<file path="config.mk">
export PLATFORM = sky130hd
export DESIGN_NAME = cmd_router
export DESIGN_NICKNAME = d
export VERILOG_FILES = /design/src/rtl/cmd_router.sv
export SDC_FILE = /design/constraint.sdc
export NUM_CORES = 1
export LEC_CHECK = 0
export ABC_AREA = 1
export ABC_CLOCK_PERIOD_IN_PS = 2200
export CORE_ASPECT_RATIO = 0.6
export CORE_MARGIN = 10
export CORE_UTILIZATION = 45
export CTS_CLUSTER_SIZE = 40
export DETAILED_ROUTE_END_ITERATION = 6
export PLACE_DENSITY = 0.79
export SYNTH_ARGS = -nofsm -noshare
export SYNTH_HDL_FRONTEND = slang
export SYNTH_SLANG_ARGS = --single-unit
</file>
<file path="constraint.sdc">
create_clock -name clk_sys -period 2.2 [get_ports clk_sys]
set_input_delay 0.33 -clock clk_sys [delete_from_list [all_inputs] [get_ports clk_sys]]
set_output_delay 0.33 -clock clk_sys [all_outputs]
set_load 0.05 [all_outputs]
</file>
<file path="src/rtl/cmd_router.sv">
// cmd_router: accepts single-cycle commands and routes them by target device.
//   Local commands (cmd_dev == DEV_ID) run a three-step issue/capture sequence
//   toward N_LOC local channels and return readback on cmd_q.
//   Remote commands (any other device) are queued in a RF_DEPTH-entry FIFO
//   and presented on cmdr_* with a valid/ready handshake.
//   Broadcast (cmd_dev == 8'hFF) takes both paths.
//   Commands offered while cmd_rdy is low are dropped and counted in drop_cnt,
//   which saturates at 255.
//
// Ports
//   clk_sys, rst_n                    clock, async active-low reset
//   cmd_dev/mod/addr/data, cmd_vld    command in
//   cmd_rdy                           command accepted this cycle if cmd_vld
//   cmd_q, cmd_err, drop_cnt          local readback, bad-module pulse, drops
//   cmdr_dev/mod/addr/data, cmdr_vld  remote FIFO head
//   cmdr_rdy                          downstream accepts remote head
//   cmdl_mod/addr/data, cmdl_vld      latched local command, one-hot strobe
//   cmdl_q                            per-channel readback, channel k at [k*DW +: DW]
//
// Local FSM
//   state    | meaning
//   ST_IDLE  | ready for a new local command
//   ST_ISSUE | cmdl_vld strobe (or cmd_err for a bad module) is driven
//   ST_CAPT  | channel readback is registered into cmd_q
module cmd_router #(
  parameter logic [7:0] DEV_ID   = 8'h01,
  parameter int         DW       = 8,
  parameter int         N_LOC    = 4,
  parameter int         RF_DEPTH = 4
) (
  input  logic                clk_sys,
  input  logic                rst_n,
  input  logic [7:0]          cmd_dev,
  input  logic [7:0]          cmd_mod,
  input  logic [7:0]          cmd_addr,
  input  logic [DW-1:0]       cmd_data,
  input  logic                cmd_vld,
  output logic                cmd_rdy,
  output logic [DW-1:0]       cmd_q,
  output logic                cmd_err,
  output logic [7:0]          drop_cnt,
  output logic [7:0]          cmdr_dev,
  output logic [7:0]          cmdr_mod,
  output logic [7:0]          cmdr_addr,
  output logic [DW-1:0]       cmdr_data,
  output logic                cmdr_vld,
  input  logic                cmdr_rdy,
  output logic [7:0]          cmdl_mod,
  output logic [7:0]          cmdl_addr,
  output logic [DW-1:0]       cmdl_data,
  output logic [N_LOC-1:0]    cmdl_vld,
  input  logic [N_LOC*DW-1:0] cmdl_q
);

  localparam int AW = $clog2(RF_DEPTH);

  typedef enum logic [1:0] {
    ST_IDLE  = 2'd0,
    ST_ISSUE = 2'd1,
    ST_CAPT  = 2'd2
  } state_e;

  typedef struct packed {
    logic [7:0]    dev;
    logic [7:0]    mod;
    logic [7:0]    addr;
    logic [DW-1:0] data;
  } rcmd_t;

  state_e        state_q, state_d;
  logic [7:0]    mod_q, addr_q;
  logic [DW-1:0] data_q;
  logic [DW-1:0] rdbk_q;
  logic [7:0]    drop_q;

  rcmd_t         fifo_q [RF_DEPTH];
  logic [AW-1:0] wr_ptr_q, rd_ptr_q;
  logic [AW:0]   count_q;

  logic          full, accept, is_local, is_remote, push, pop, mod_ok;
  logic [N_LOC-1:0] vld_dec;
  logic [DW-1:0] rdbk_sel;

  assign full      = (count_q == (AW+1)'(RF_DEPTH));
  // rst_n gates ready directly so it reads low during reset and high in the
  // very first cycle after release, without waiting for a clock edge.
  assign cmd_rdy   = rst_n & (state_q == ST_IDLE) & ~full;
  assign accept    = cmd_vld & cmd_rdy;
  assign is_local  = (cmd_dev == DEV_ID) || (cmd_dev == 8'hFF);
  assign is_remote = (cmd_dev != DEV_ID) || (cmd_dev == 8'hFF);
  assign push      = accept & is_remote;
  assign cmdr_vld  = (count_q != '0);
  assign pop       = cmdr_vld & cmdr_rdy;

  always_comb begin
    state_d = state_q;
    case (state_q)
      ST_IDLE:  if (accept && is_local) state_d = ST_ISSUE;
      ST_ISSUE: state_d = ST_CAPT;
      ST_CAPT:  state_d = ST_IDLE;
      default:  state_d = ST_IDLE;
    endcase
  end

  // Module decode; an out-of-range module leaves the strobe empty and the
  // readback at all ones.
  always_comb begin
    vld_dec  = '0;
    mod_ok   = 1'b0;
    rdbk_sel = '1;
    for (int k = 0; k < N_LOC; k++) begin
      if (mod_q == 8'(k)) begin
        mod_ok     = 1'b1;
        vld_dec[k] = 1'b1;
        rdbk_sel   = cmdl_q[k*DW +: DW];
      end
    end
  end

  assign cmdl_vld  = (state_q == ST_ISSUE) ? vld_dec : '0;
  assign cmd_err   = (state_q == ST_ISSUE) && !mod_ok;
  assign cmdl_mod  = mod_q;
  assign cmdl_addr = addr_q;
  assign cmdl_data = data_q;
  assign cmd_q     = rdbk_q;
  assign drop_cnt  = drop_q;

  always_ff @(posedge clk_sys or negedge rst_n) begin
    if (!rst_n) begin
      state_q <= ST_IDLE;
      mod_q   <= '0;
      addr_q  <= '0;
      data_q  <= '0;
      rdbk_q  <= '0;
      drop_q  <= '0;
    end else begin
      state_q <= state_d;
      if (accept && is_local) begin
        mod_q  <= cmd_mod;
        addr_q <= cmd_addr;
        data_q <= cmd_data;
      end
      if (state_q == ST_CAPT) rdbk_q <= rdbk_sel;
      if (cmd_vld && !cmd_rdy && (drop_q != 8'hFF)) drop_q <= drop_q + 8'd1;
    end
  end

  // Remote FIFO: entry is written on the accept edge so it is at the head
  // (cmdr_vld high) the cycle after accept. Ready already excludes full.
  always_ff @(posedge clk_sys or negedge rst_n) begin
    if (!rst_n) begin
      for (int i = 0; i < RF_DEPTH; i++) fifo_q[i] <= '0;
      wr_ptr_q <= '0;
      rd_ptr_q <= '0;
      count_q  <= '0;
    end else begin
      if (push) begin
        fifo_q[wr_ptr_q] <= {cmd_dev, cmd_mod, cmd_addr, cmd_data};
        wr_ptr_q         <= wr_ptr_q + AW'(1);
      end
      if (pop) rd_ptr_q <= rd_ptr_q + AW'(1);
      case ({push, pop})
        2'b10:   count_q <= count_q + (AW+1)'(1);
        2'b01:   count_q <= count_q - (AW+1)'(1);
        default: count_q <= count_q;
      endcase
    end
  end

  assign cmdr_dev  = fifo_q[rd_ptr_q].dev;
  assign cmdr_mod  = fifo_q[rd_ptr_q].mod;
  assign cmdr_addr = fifo_q[rd_ptr_q].addr;
  assign cmdr_data = fifo_q[rd_ptr_q].data;

endmodule

</file>
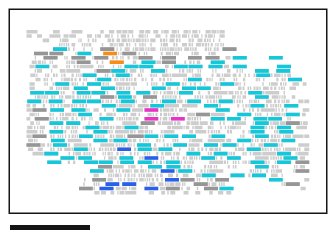
*Where the registers sit, run 1*
The bar under the picture is 50 microns long. Other sequential cells in the stronger grey, the rest of the logic in the fainter grey.
Key: magenta = `count_q` [flops 3]; cyan = `fifo_q` [flops 128]; blue = `drop_cnt` [flops 8, where bottom middle]; orange = `state_q` [flops 2]

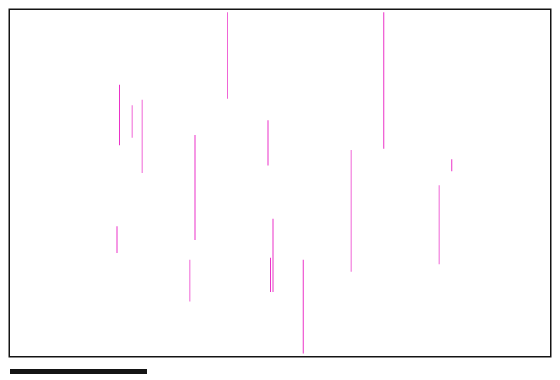
*M4 wires, run 1*
The bar under the picture is 50 microns long.
12 nets have wire on it. The layer carries 369 microns of wire. The layer holds 1.4% of the routed length.

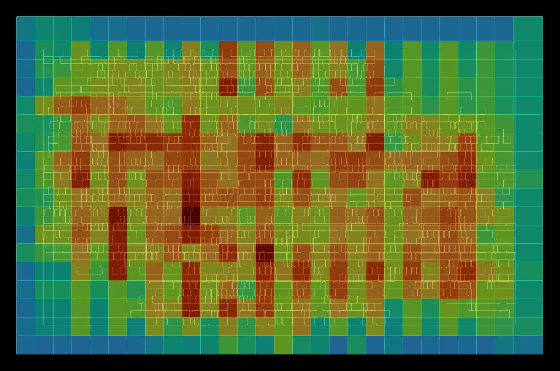
*Track usage over the die, run 1*
GRT Total Usage: 20.90%
grt peak-use layer: met2
wire per inst: 18.11 microns
fin util: 61.70%

-- run 1: path summary, 6_finish.rpt --
path | start | to | slack [ns] | depth (start not counted)
worst max-delay path | rd_ptr_q[0]$_DFFE_PN0P_ | cmdr_data[2] | 0.02 | 5
worst min-delay path | rst_n | count_q[1]$_DFFE_PN0P_ | 0.1 | 2
worst min register to register | fifo_q[76]$_DFFE_PN0P_ | fifo_q[76]$_DFFE_PN0P_ | 0.47 | 2
max in group asynchronous | rst_n | fifo_q[126]$_DFFE_PN0P_ | 1.42 | 2
min in group clk_sys | cmd_dev[3] | fifo_q[123]$_DFFE_PN0P_ | 0.26 | 3
worst max register to register | state_q[1]$_DFFE_PN0P_ | fifo_q[68]$_DFFE_PN0P_ | 0.16 | 7
-- run 1: final cells by class --
class / instances / share of cell area, %
inverters: 57 / 1.894
well taps: 240 / 2.659
flip-flops and latches: 177 / 39.25
multi-input cells: 790 / 32.78
clock inverters: 14 / 1.451
clock buffers: 18 / 3.888
repair buffers: 192 / 18.08
-- run 1: kinds of logic after synthesis --
| kind of cell | synth area share [%] |
|---|---|
| compound gates | 7.069 |
| xor+xnor | 1.134 |
| fa+ha+maj | 1.119 |
| buf+inv | 6.657 |
| flops | 52.14 |
| simple gates | 31.89 |
-- run 1: metal layers --
layer | GRT usage (%) | vias up | share of wire [%]
met5 | 0 | - | 0
met4 | 5.133 | 0 | 1.4
met3 | 4.753 | 37 | 9.4
met2 | 32.53 | 376 | 46
met1 | 28.95 | 3905 | 44
li1 | - | 3800 | -
-- run 1: registers in the layout, summed over array words and instances, names as in the netlist --
name,count
cmdl_addr,8
cmd_q,8
count_q,3
state_q,2
rd_ptr_q,2
cmdl_data,8
drop_cnt,8
fifo_q,128
wr_ptr_q,2
cmdl_mod,8
==> impl_metrics.toml, run 1 <==
# physical design summary
[route]
final_antenna_net_count = 0
num_vias = 8118
avgViaCountPerCell = 5.456
initialDrtViolationCount = 558

[die]
core_sq_mm = 0.01831
pin_count = 147
fp_util_pct = 46.41
chip_area_sq_mm = 0.02496

[clock_network]
cts.repair.resized = 8
numCtsBuffers = 17
cts_sinks = 177
clkSlewWorstSetupHoldPaths_ns = 0.07

[final_timing]
setup_viol = 0
min_period_ns = 2.179
slew_violations = 0
hold_viol_final = 0
timing.final.ws_setup_ns = 0.02097
rsz0062_at_grt = "yes"
relSlewSlack_pct = 36.86

[synthesis]
top_cell = "nand2_1"
synth_cell_type_count = 24
async_flop_share_pct = 100.0
yosysTopAreaCell = "dfrtp_1"
ys.flop_type = "dfrtp_1"
ys_cells = 1092
top_cells_by_area = "dfrtp_1 (52%), nand2_1 (18%), nand3_1 (9.4%), o21ai_0 (4.2%), nor2_1 (3.5%)"
yosysSeqAreaShare_pct = 52.14
ys_chip_area_sq_mm = 0.008496

[pwr]
p_leak_nw = 5.777
swShare_pct = 47.12
p_int_mw = 9.401
p_comb_mw = 9.42
powerSeq_mw = 5.23
power.switching_mw = 8.378
combPwrFrac_pct = 53.0
maxPowerGroup = "combinational cells"

[finish]
fin_cells = 1488
fillers = 1515
flop_area_sq_mm = 0.004433
nets = 1310
finalInstanceArea_sq_mm = 0.01129
area.growth.synth_to_final_pct = 32.95

[worst_setup_path]
arrival_ns = 1.85
crit_path_end_kind = "output port"
cp_cell_sequence = "inv_2 -> buf_6 -> o21ai_0 -> o22ai_2 -> buf_12"
crit_path_start_kind = "flip-flop"
cp_max_fo = 21

[min_path]
hold_class = "primary input to async pin"

[status]
status = "complete, no violations"

[grt]
antenna_found_initial = 1
grt-ovfl-total = 0
grt_pass1_wl_mm = 42.00
grt_pass1_vias = 7810
grt_max_degree = 178

[job]
warnings = 33

[placed_design]
postPlaceCellArea_sq_mm = 0.01052
dp.cells = 1449
### Signal wires by layer, run 1

Two of the layers only.
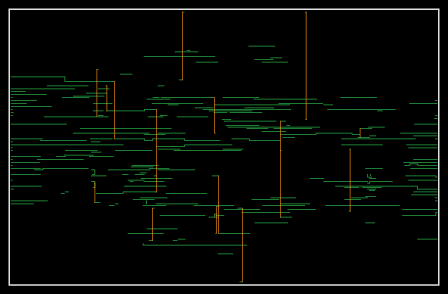

==> run 2: changes to the inputs <==
--- a/config.mk
+++ b/config.mk
@@ -6,7 +6,7 @@
 export NUM_CORES = 1
 export LEC_CHECK = 0
 export ABC_AREA = 1
-export ABC_CLOCK_PERIOD_IN_PS = 2200
+export ABC_CLOCK_PERIOD_IN_PS = 2500
 export CORE_ASPECT_RATIO = 0.6
 export CORE_MARGIN = 10
 export CORE_UTILIZATION = 45
==> constraint.sdc (replaced) <==
create_clock -name clk_sys -period 2.5 [get_ports clk_sys]
set_input_delay 0.375 -clock clk_sys [delete_from_list [all_inputs] [get_ports clk_sys]]
set_output_delay 0.375 -clock clk_sys [all_outputs]
set_load 0.05 [all_outputs]
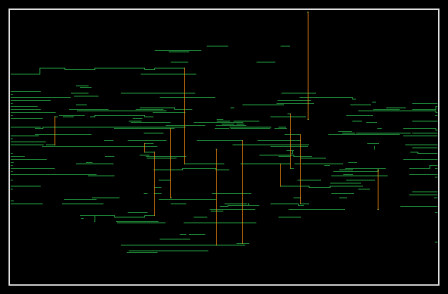
*Signal wires by layer, run 2*
Two of the layers only.
Key: orange = M4 [wire length 350 microns]; green = M3 [wire length 2,570 microns]

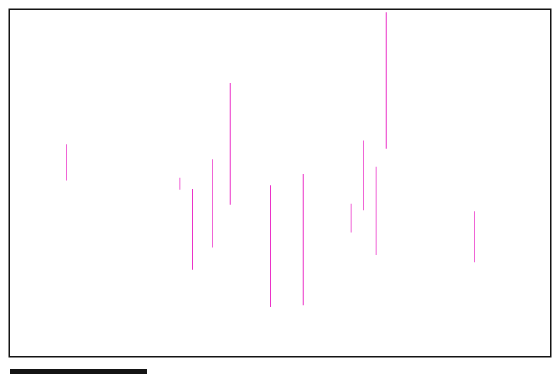
*M4 wires, run 2*
The bar under the picture is 50 microns long.
8 nets have wire on it. The longest straight run is 49.6 microns. The layer holds 1.3% of the routed length.

==> run 2 against run 1 <==
Compared with the run above: sequential cell count is the same; highest routed layer unchanged; critical path depth is the same; clock skew grew 0.0051 ns; via count shrank 1.7%; die area is the same; cell area shrank 1.3%.
==> impl_metrics.toml, run 2 <==
# physical design summary
[die]
die_h_microns = 126.4
pin_count = 147
core_sq_mm = 0.01831
rows = 38
fp_util_pct = 46.41
chip_area_sq_mm = 0.02496

[worst_setup_path]
cp_num_buf_inv = 3
crit_path_end_kind = "output port"
cp_max_fo = 44
arrival_ns = 2.05
cp_cell_sequence = "inv_2 -> buf_12 -> o21ai_0 -> o22ai_1 -> buf_12"
crit_path_start_kind = "flip-flop"

[route]
initialDrtViolationCount = 817
wl_per_cell_microns = 17.88
dr.max_layer_used = "met4"
wl_met3_mm = 2.567
avgViaCountPerCell = 5.400
met2_wirelength_mm = 11.95
wirelength_met1_mm = 11.56
num_vias = 7981
final_antenna_net_count = 0

[pwr]
power_density_mw_per_mm2 = 1423
p_leak_nw = 5.628

[synthesis]
ys.flop_type = "dfrtp_1"
syn_inst = 1092
ys_sh_aoi_pct = 7.069
fa_ha_area_share_pct = 1.119
simple_gate_share_pct = 31.89
ys_cells = 1092
ys_ff = 177
top_cell = "nand2_1"
yosysTopAreaCell = "dfrtp_1"
ys_top_logic_family = "simple AND/OR/NAND/NOR gates"
syn_avg_cell_area_sq_um = 7.780
synth_cell_type_count = 24
ys_sh_mux_pct = 0
async_flop_share_pct = 100.0
top_cells_by_area = "dfrtp_1 (52%), nand2_1 (18%), nand3_1 (9.4%), o21ai_0 (4.2%), nor2_1 (3.5%)"
synthXorXnorAreaFrac_pct = 1.134
common_cells = "nand2_1 (408), dfrtp_1 (177), nand3_1 (160), nor2_1 (80), o21ai_0 (72)"
yosysSeqAreaShare_pct = 52.14
ys_chip_area_sq_mm = 0.008496

[clock_network]
h-tree-depth = 4
clockBufferDepth = 2
numCtsBuffers = 17
clkSlewWorstSetupHoldPaths_ns = 0.08
cts_sinks = 177
cts.repair.resized = 1

[min_path]
hold_class = "primary input to async pin"

[final_timing]
max_freq_mhz = 412.6
timing.final.ws_setup_ns = 0.07613
min_period_ns = 2.424
slew_violations = 0
rsz0062_at_grt = "no"
hold_viol_final = 0
relSlewSlack_pct = 37.24
finClkSkew_ns = 0.01402
whs_ns = 0.1654
setup_viol = 0

[grt]
grt_pass1_vias = 7708
grt-ovfl-total = 0
track_usage_pct = 21.22
grt_pass1_wl_mm = 42.61
grt_max_degree = 178
antenna_found_initial = 0

[finish]
finalInstanceArea_sq_mm = 0.01115
top_register = "fifo_q"
final_util_pct = 60.93
fillers = 1580
flop_area_sq_mm = 0.004431
nets = 1300
fin_cells = 1478
area.growth.synth_to_final_pct = 31.28
largest_register_ff_count = 128
comb_area_sq_mm = 0.003542

[job]
warnings = 31
maxCapViolCount = 0

[placed_design]
dp.final_hpwl_mm = 17.01
postPlaceCellArea_sq_mm = 0.01056
dp.cells = 1446

[status]
status = "complete, no violations"
[run 2: cell counts after synthesis]
Identical to the previous run, type by type.
[run 2: routing by layer]
metal / track usage, % / vias to the layer above
li1: - / 3777
met1: 30.22 / 3818
met2: 31.51 / 357
met3: 5.651 / 29
met4: 4.998 / 0
met5: 0 / -
[run 2: final cells by class]
| type | count | area share, % |
|---|---|---|
| Tap cell | 240 | 2.692 |
| Sequential cell | 177 | 39.72 |
| Multi-Input combinational cell | 790 | 31.76 |
| Clock inverter | 14 | 1.234 |
| Inverter | 57 | 1.918 |
| Clock buffer | 18 | 3.938 |
| Timing Repair Buffer | 182 | 18.73 |
[run 2: power by group]
group | leakage (nW) | switching (mW) | internal [mW] | total, mW
Clock | 0.279 | 1.27 | 1.35 | 2.63
Sequential | 2.23 | 0.663 | 3.95 | 4.61
Combinational | 3.12 | 5.37 | 3.27 | 8.64
[run 2: final timing paths]
check | depth (start not counted) | startpoint | to | slack [ns]
max | 5 | rd_ptr_q[0]$_DFFE_PN0P_ | cmdr_data[4] | 0.08
min | 2 | rst_n | fifo_q[41]$_DFFE_PN0P_ | 0.17
max reg2reg | 9 | state_q[1]$_DFFE_PN0P_ | fifo_q[76]$_DFFE_PN0P_ | 0.34
min reg2reg | 2 | fifo_q[37]$_DFFE_PN0P_ | fifo_q[37]$_DFFE_PN0P_ | 0.47
max in group asynchronous | 2 | rst_n | rd_ptr_q[0]$_DFFE_PN0P_ | 1.63
min in group clk_sys | 2 | fifo_q[37]$_DFFE_PN0P_ | fifo_q[37]$_DFFE_PN0P_ | 0.47
### Gate-type map, run 2

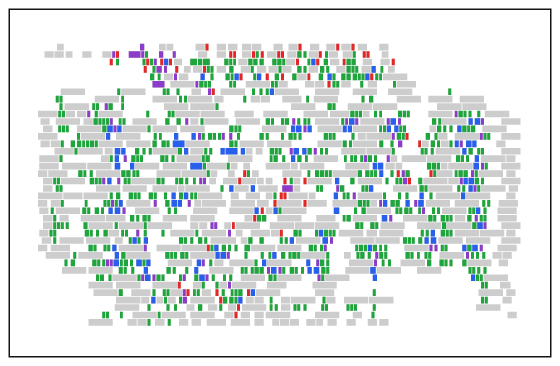

==> run 3: changes to the inputs <==
--- a/config.mk
+++ b/config.mk
@@ -12,7 +12,8 @@
 export CORE_UTILIZATION = 45
 export CTS_CLUSTER_SIZE = 40
 export DETAILED_ROUTE_END_ITERATION = 6
-export PLACE_DENSITY = 0.79
+export DONT_BUFFER_PORTS = 1
+export PLACE_DENSITY = 0.69
 export SYNTH_ARGS = -nofsm -noshare
 export SYNTH_HDL_FRONTEND = slang
 export SYNTH_SLANG_ARGS = --single-unit
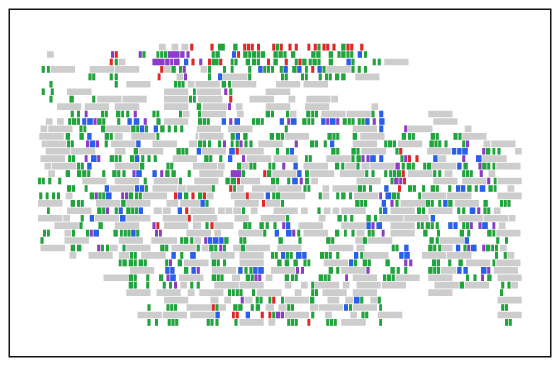
*Gate-type map, run 3*
Key: purple = nor cells [cells 89, where all over the die]; green = nand cells [cells 571, where all over the die]; red = inv cells [cells 57]; blue = aoi and oai cells [cells 112]

==> run 3 against run 2 <==
Compared with the run above: synthesized cell count unchanged; highest routed layer unchanged; combinational power shrank 22%; area after synthesis is the same; the flow now finishes with violations (negative hold slack); clock power barely moved; sequential share of layout area increased by 6.5 points; largest power group unchanged.
==> impl_metrics.toml, run 3 <==
# physical design summary
[final_timing]
timing.final.ws_setup_ns = 0.07991
finClkSkew_ns = 0.01064
slew_violations = 0
min_period_ns = 2.420
setup_viol = 0
whs_ns = -0.3642
rsz0062_at_grt = "no"
relSlewSlack_pct = 59.54
hold_viol_final = 177
max_freq_mhz = 413.2

[worst_setup_path]
crit_path_end_kind = "output port"
cp_cell_sequence = "inv_1 -> buf_4 -> o21ai_0 -> o22ai_1 -> buf_4"
cp_max_fo = 17
arrival_ns = 2.05
worstSetupEndpoint = "cmdr_data[5]"
rr_startpoint = "state_q[1]$_DFFE_PN0P_"
reg2reg_slack_ns = 0.37
cp.required_ns = 2.12
crit_path_start_kind = "flip-flop"
rr_endpoint = "fifo_q[8]$_DFFE_PN0P_"
startpoint = "rd_ptr_q[1]$_DFFE_PN0P_"
rr_worst_depth = 8

[status]
violations = "negative hold slack"
status = "complete, but fails checks"

[clock_network]
clkSlewWorstSetupHoldPaths_ns = 0.07
numCtsBuffers = 17
clockBufferDepth = 2
cts_sinks = 177
postCtsSetupBuffers = 0
h-tree-depth = 4
cts.repair.resized = 0

[synthesis]
top_cell = "nand2_1"
async_flop_share_pct = 100.0
ys_cells = 1092
ys_top_logic_family = "simple AND/OR/NAND/NOR gates"
ys_chip_area_sq_mm = 0.008496
ys_ff = 177
syn_inst = 1092
ys.flop_type = "dfrtp_1"
simple_gate_share_pct = 31.89
synth_cell_type_count = 24
ys_sh_aoi_pct = 7.069
yosysSeqAreaShare_pct = 52.14
fa_ha_area_share_pct = 1.119
top_cells_by_area = "dfrtp_1 (52%), nand2_1 (18%), nand3_1 (9.4%), o21ai_0 (4.2%), nor2_1 (3.5%)"
common_cells = "nand2_1 (408), dfrtp_1 (177), nand3_1 (160), nor2_1 (80), o21ai_0 (72)"
syn_avg_cell_area_sq_um = 7.780
synthXorXnorAreaFrac_pct = 1.134
ys_sh_mux_pct = 0
yosysTopAreaCell = "dfrtp_1"

[route]
initialDrtViolationCount = 585
dr.pass1.iters = 5
num_vias = 7349
avgViaCountPerCell = 5.380
final_antenna_net_count = 0
wl_per_cell_microns = 17.80

[finish]
top_register = "fifo_q"
final_util_pct = 52.38
fin_cells = 1366
area.growth.synth_to_final_pct = 12.86
final_cell_mix = "nand2_1 (408), dfrtp_1 (176), nand3_1 (160)"
largest_register_ff_count = 128
finalInstanceArea_sq_mm = 0.009588
fillers = 1725
lay_top_count = "nand2_1"

[min_path]
hold_class = "primary input to async pin"

[placed_design]
io_buffers = 0
postPlaceCellArea_sq_mm = 0.009019
dp.cells = 1334
dp.final_hpwl_mm = 15.80

[job]
warnings = 35
maxCapViolCount = 0

[die]
die_h_microns = 126.4
chip_area_sq_mm = 0.02496
core_sq_mm = 0.01831
fp_util_pct = 46.41
rows = 38
pin_count = 147

[grt]
antenna_found_initial = 0
grt_pass1_wl_mm = 38.78
grt_pass1_vias = 6975
track_usage_pct = 19.30
grt_max_degree = 180
grt-ovfl-total = 0

[pwr]
p_leak_nw = 5.044
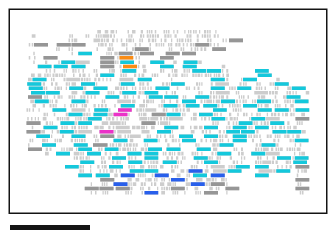
*Where the registers sit, run 3*
The bar under the picture is 50 microns long. Other sequential cells in the stronger grey, the rest of the logic in the fainter grey.
Key: orange = `state_q` [flops 2]; cyan = `fifo_q` [flops 128]; blue = `drop_cnt` [flops 8, where bottom middle]; magenta = `count_q` [flops 3]
Another 36 sequential cells are not coloured.

==> run 3: netlist changes by cell type in the layout (fill, tap and decap cells not counted), moves of 2 or more <==
cell,delta
clkinvlp_4,-2
o22ai_2,-3
o22ai_1,+3
buf_4,+31
buf_12,-34
clkdlybuf4s50_1,-107
==> run 3: layer usage <==
layer,up-vias,GRT usage [%],share of wire [%]
li1,3556,-,-
met1,3534,26.69,46
met2,242,29.56,45
met3,17,5.413,8.5
met4,0,4.232,0.91
met5,-,0,0
==> run 3: final cells by class <==
cell class / instances / area [sq um] / share of cell area, %
Sequential cell: 177 / 4431 / 46.21
Multi-Input combinational cell: 790 / 3523 / 36.75
Timing Repair Buffer: 70 / 550.5 / 5.742
Clock buffer: 18 / 429.2 / 4.476
Tap cell: 240 / 300.3 / 3.132
Inverter: 57 / 214.0 / 2.231
Clock inverter: 14 / 140.1 / 1.462
==> run 3: power by group <==
part | total, mW | switching [mW] | internal (mW)
Sequential | 4.71 | 0.764 | 3.94
Combinational | 6.70 | 4.75 | 1.95
Clock | 2.61 | 1.28 | 1.33
Total | 14.0 | 6.79 | 7.22
==> run 3: worst min-delay path by stage <==
stage | start | endpoint | cells past startpoint
detailed placement | rst_n | cmdl_data[3]$_DFFE_PN0P_ | 0
CTS | rst_n | cmdl_data[3]$_DFFE_PN0P_ | 0
finish | rst_n | cmdl_data[3]$_DFFE_PN0P_ | 0
floorplan | rst_n | cmd_q[0]$_DFFE_PN0N_ | 0
global placement | rst_n | cmdl_data[3]$_DFFE_PN0P_ | 0
global route | rst_n | cmdl_data[3]$_DFFE_PN0P_ | 0
==> run 3: worst max-delay path: cells and delay by family (launching register included) <==
family          cells  cell delay (ns)
buf+inv             3             0.85
flops               1             0.38
compound gates      2             0.38
Power is estimated from default activity; no workload was simulated.
